### Wiring by layer

Only two layers are drawn.
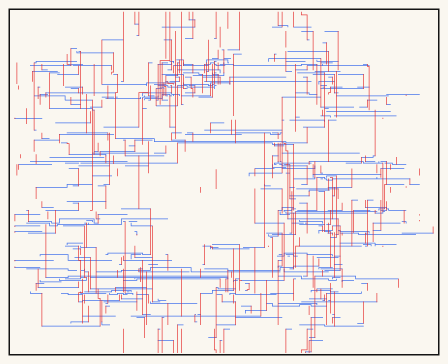
### Routing congestion map

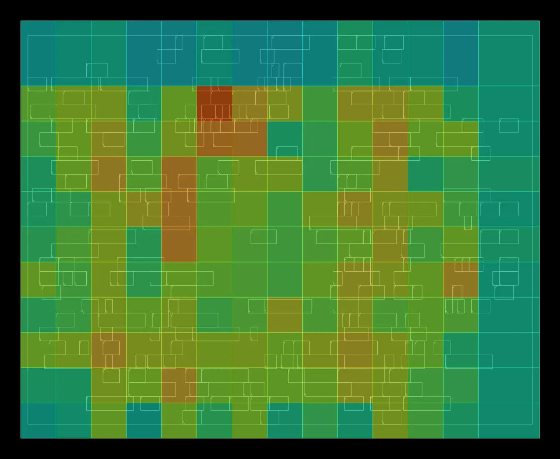
### Sequential cells coloured by netlist name

Other sequential cells in the stronger grey, the rest of the logic in the fainter grey.
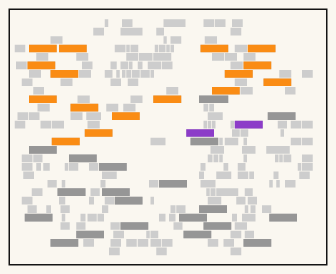
### Floorplan with the power grid

The bar under the picture is 20 µm long. Pins as bars on the die edge. Tap cells in grey.
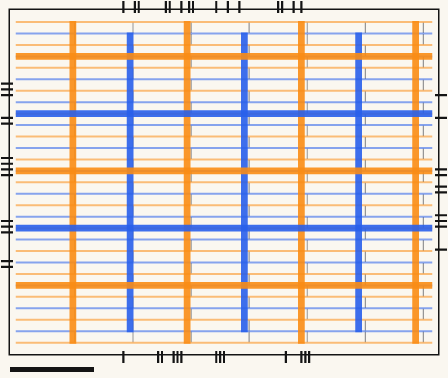
### A small window of the routed layout

Region (64, 8) to (89, 33) µm. Cells in grey, sequential cells in the stronger grey; small squares are vias.
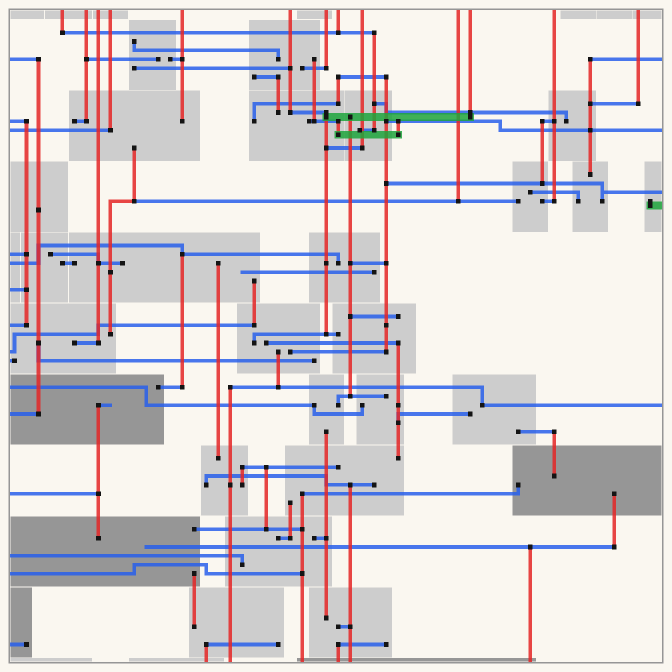
[src/rtl/naive_codec_pkg.sv]
// Shared definitions for the naive codec path: ASCII case bounds,
// the byte-holding FSM state encoding and the case-swap function.
package naive_codec_pkg;

  localparam logic [7:0] ASCII_UP_LO = 8'h41;
  localparam logic [7:0] ASCII_UP_HI = 8'h5A;
  localparam logic [7:0] ASCII_LC_LO = 8'h61;
  localparam logic [7:0] ASCII_LC_HI = 8'h7A;
  localparam logic [7:0] CASE_DELTA  = 8'h20;

  typedef enum logic [1:0] {
    EMPTY = 2'd0,
    LO    = 2'd1,
    HI    = 2'd2
  } state_t;

  function automatic logic [7:0] case_swap(input logic [7:0] b);
    logic [7:0] r;
    r = b;
    if (b >= ASCII_UP_LO && b <= ASCII_UP_HI)
      r = b + CASE_DELTA;
    else if (b >= ASCII_LC_LO && b <= ASCII_LC_HI)
      r = b - CASE_DELTA;
    return r;
  endfunction

endpackage

[src/rtl/naive_byte_decoder.sv]
// Combinational byte decoder: swaps ASCII letter case when SWAP_CASE=1.
// Ports: raw (in, 8) byte to decode; dec (out, 8) decoded byte.
module naive_byte_decoder
  import naive_codec_pkg::*;
#(
  parameter bit SWAP_CASE = 1'b1
) (
  input  logic [7:0] raw,
  output logic [7:0] dec
);

  generate
    if (SWAP_CASE) begin : g_swap
      assign dec = case_swap(raw);
    end else begin : g_pass
      assign dec = raw;
    end
  endgenerate

endmodule

[src/rtl/naive_decompressor.sv]
// Splits 16-bit AXI-Stream words into bytes (LSB first), undoes the case
// swap and emits a byte-wide AXI-Stream; counts packets, flags null-last words.
// Ports: ACLK/ARESET clock and async active-high reset; S_AXIS_* 16-bit
// slave stream; M_AXIS_* 8-bit master stream; pkt_count packets sent;
// err_null_last sticky flag for TLAST on a TKEEP=00 word.
module naive_decompressor
  import naive_codec_pkg::*;
#(
  parameter bit SWAP_CASE = 1'b1,
  parameter int CNT_W     = 16
) (
  input  logic             ACLK,
  input  logic             ARESET,
  input  logic [15:0]      S_AXIS_TDATA,
  input  logic [1:0]       S_AXIS_TKEEP,
  input  logic             S_AXIS_TLAST,
  input  logic             S_AXIS_TVALID,
  output logic             S_AXIS_TREADY,
  output logic [7:0]       M_AXIS_TDATA,
  output logic             M_AXIS_TKEEP,
  output logic             M_AXIS_TLAST,
  output logic             M_AXIS_TVALID,
  input  logic             M_AXIS_TREADY,
  output logic [CNT_W-1:0] pkt_count,
  output logic             err_null_last
);

  state_t           state_q;
  logic [15:0]      word_q;
  logic [1:0]       pend_q;
  logic             last_q;
  logic [CNT_W-1:0] pkt_q;
  logic             err_q;

  logic             is_final;
  logic             m_fire;
  logic             s_fire;
  logic [7:0]       cur_raw;

  // The byte on the output is the last one of the held word.
  assign is_final = (state_q == HI) ||
                    (state_q == LO && !pend_q[1]);

  assign M_AXIS_TVALID = (state_q != EMPTY);
  assign M_AXIS_TLAST  = last_q && is_final;
  assign M_AXIS_TKEEP  = 1'b1;

  assign m_fire = M_AXIS_TVALID && M_AXIS_TREADY;

  // Accept a new word while idle, or on the edge the final byte leaves,
  // so a stream of full words runs at one byte per cycle.
  assign S_AXIS_TREADY = (state_q == EMPTY) || (m_fire && is_final);
  assign s_fire        = S_AXIS_TVALID && S_AXIS_TREADY;

  assign cur_raw = pend_q[0] ? word_q[7:0] : word_q[15:8];

  naive_byte_decoder #(
    .SWAP_CASE(SWAP_CASE)
  ) u_dec (
    .raw(cur_raw),
    .dec(M_AXIS_TDATA)
  );

  assign pkt_count     = pkt_q;
  assign err_null_last = err_q;

  always_ff @(posedge ACLK or posedge ARESET) begin
    if (ARESET) begin
      state_q <= EMPTY;
      word_q  <= '0;
      pend_q  <= '0;
      last_q  <= 1'b0;
      pkt_q   <= '0;
      err_q   <= 1'b0;
    end else begin
      if (m_fire && M_AXIS_TLAST)
        pkt_q <= pkt_q + CNT_W'(1);

      if (s_fire) begin
        word_q <= S_AXIS_TDATA;
        pend_q <= S_AXIS_TKEEP;
        last_q <= S_AXIS_TLAST;
        if (S_AXIS_TKEEP == 2'b00 && S_AXIS_TLAST)
          err_q <= 1'b1;
        if (S_AXIS_TKEEP[0])
          state_q <= LO;
        else if (S_AXIS_TKEEP[1])
          state_q <= HI;
        else
          state_q <= EMPTY;
      end else if (m_fire) begin
        unique case (state_q)
          LO: begin
            pend_q[0] <= 1'b0;
            state_q   <= pend_q[1] ? HI : EMPTY;
          end
          HI: begin
            pend_q  <= 2'b00;
            state_q <= EMPTY;
          end
          default: state_q <= EMPTY;
        endcase
      end
    end
  end

endmodule

[config.mk]
export PLATFORM = sky130hd
export DESIGN_NAME = naive_decompressor
export DESIGN_NICKNAME = d
export VERILOG_FILES = /design/src/rtl/naive_codec_pkg.sv /design/src/rtl/naive_byte_decoder.sv /design/src/rtl/naive_decompressor.sv
export SDC_FILE = /design/constraint.sdc
export NUM_CORES = 1
export LEC_CHECK = 0
export CAP_MARGIN = 20
export CORE_ASPECT_RATIO = 0.8
export CORE_MARGIN = 1
export CORE_UTILIZATION = 25
export DETAILED_ROUTE_END_ITERATION = 16
export PLACE_DENSITY_LB_ADDON = 0.08
export SYNTH_ARGS = -nofsm -noshare
export SYNTH_HDL_FRONTEND = slang
export SYNTH_HIERARCHICAL = 1
export SYNTH_SLANG_ARGS = --single-unit
[constraint.sdc]
create_clock -name ACLK -period 3.2 [get_ports ACLK]
set_input_delay 0.64 -clock ACLK [delete_from_list [all_inputs] [get_ports ACLK]]
set_output_delay 0.64 -clock ACLK [all_outputs]
set_load 0.05 [all_outputs]
==> deck_impl_summary.md <==
Flow Results at a Glance

Status
  – Status: finished clean

Critical path
  – Slowest stage delay, CP: 0.54 ns
  – CP startpoint: pend_q[0]
  – Worst path bufs/invs: 1
  – Worst reg2reg startpoint: state_q[0]
  – Critical Path Sink Type: output pin
  – Cells on worst reg2reg path: 6
  – Crit path cell chain: mux2_2 -> or4_1 -> nor2_2 -> nor4_1 -> nor2_1 -> buf_12
  – Crit path to: M_AXIS_TDATA[6]
  – Critical path required time: 2.56 ns
  – Worst Setup Start Kind: register
  – Type of the worst setup path: register to output pin
  – Levels on crit path: 6

Finish
  – Non-filler cells, final: 327
  – Most used logic cell in the final layout: clkdlybuf4s50_1
  – Comb area: 935 µm²
  – Non-clk bufs: 52
  – Finished Cell Area: 2670 µm²
  – Share of layout cells above drive strength 1: 0.216
  – Buffering overhead: 0.200
  – Fraction of area in multi-input gates: 0.350
  – Fillers: 766

Synthesis
  – Synth cell types: 39
  – Yosys chip area: 1990 µm²
  – Top cells, area: dfrtp_1 48%, mux2_2 14%, xnor2_1 6.2%
  – Synth flops: 38
  – Synth top cell by count: dfrtp_1
  – Yosys top cell by area: dfrtp_1
  – Synth Warn #: 6
  – Post-synthesis sequential area ratio: 0.479
  – Floorplan net count: 201
  – Dominant Register Cell: dfrtp_1
  – Syn Std Cell Area: 1990 µm²

CTS
  – Clock Root Buffer: clkbuf_8
  – Post-CTS Resized: 0
  – Post-CTS Setup Inserts: 0

Detailed routing
  – Vias: 1427
  – Routed wl met3: 220 µm
  – Total Wirelength: 4250 µm
  – Routed vias/inst: 4.36
  – Residual DRC: 0
  – M1 WL: 2290 µm
  – Top Layer Used: met4

Die
  – Chip Width: 102 µm
  – Starting density of the core: 0.264
  – Die ar.: 8310 µm²
  – Chip Height: 81.7 µm
  – Cell Rows: 28

Placed design
  – Placed cells: 320
  – Routability-driven placement congestion ratio: 0.778
  – Pre-CTS WS: 0.408 ns
  – PortBufs: 50

Final timing
  – Max-slew headroom: 0.655
  – Final hold violation count: 0
  – Worst Tran Pin Value: 0.516 ns
  – Layout Skew: 0.00465 ns
  – WHS: 0.470 ns
  – Post-route minimum period: 2.96 ns

Job
  – Max-cap violation count: 0
  – Total tool warning count: 29

Global route
  – Vias in the first global route: 1462
Notes on 'Wiring by layer' above:
colour	layer	wire length
red	metal 2	1700 µm
blue	metal 1	2290 µm

Notes on 'Routing congestion map' above:
All-Layer GR Usage: 0.117
GR Util met3: 0.0426
drt wl/cell: 13.0 µm
Most Crowded Layer GR: met1

Notes on 'Sequential cells coloured by netlist name' above:
colour	netlist name	placed flops
orange	`word_q`	16
purple	`state_q`	2
not coloured	20

Notes on 'Floorplan with the power grid' above:
colour	net
orange	VSS
blue	VDD
rows	28
met4 straps	7
met1 rails	29
signal pins	52
tap cells	105

Notes on 'A small window of the routed layout' above:
colour	layer
red	metal 2
blue	metal 1
green	metal 3
sequential cells in the window	3
most frequent	a21oi_1 (3), nand2_1 (3), dfrtp_1 (3)
cells with their middle in the window	25
netlist names of flops here include	`pkt_count` (2), `last_q` (1)

## logic make-up after synthesis
kind of cell / count (synthesis) / share of synthesized area
and+or+nand+nor: 44 / 0.120
DFF: 38 / 0.479
muxes: 26 / 0.147
AOI/OAI and AO/OA: 22 / 0.0894
buffers and inverters: 19 / 0.0548
xor gates and xnor gates: 16 / 0.0705
adders and majority gates: 6 / 0.0378
other: 1 / 0.00189
## where the power goes
part | total, µW | internal [µW] | switching, µW
Sequential | 750 | 641 | 109
Clock | 316 | 146 | 170
Combinational | 1710 | 707 | 1000
Total | 2770 | 1490 | 1280
## worst min path at each step
stage / start / to
after global placement: err_null_last / err_null_last
after detailed placement: err_null_last / err_null_last
after CTS: err_null_last / err_null_last
after floorplan: state_q[0] / state_q[0]
after global routing: err_null_last / err_null_last
final: err_null_last / err_null_last
Power is estimated from default activity; no workload was simulated.
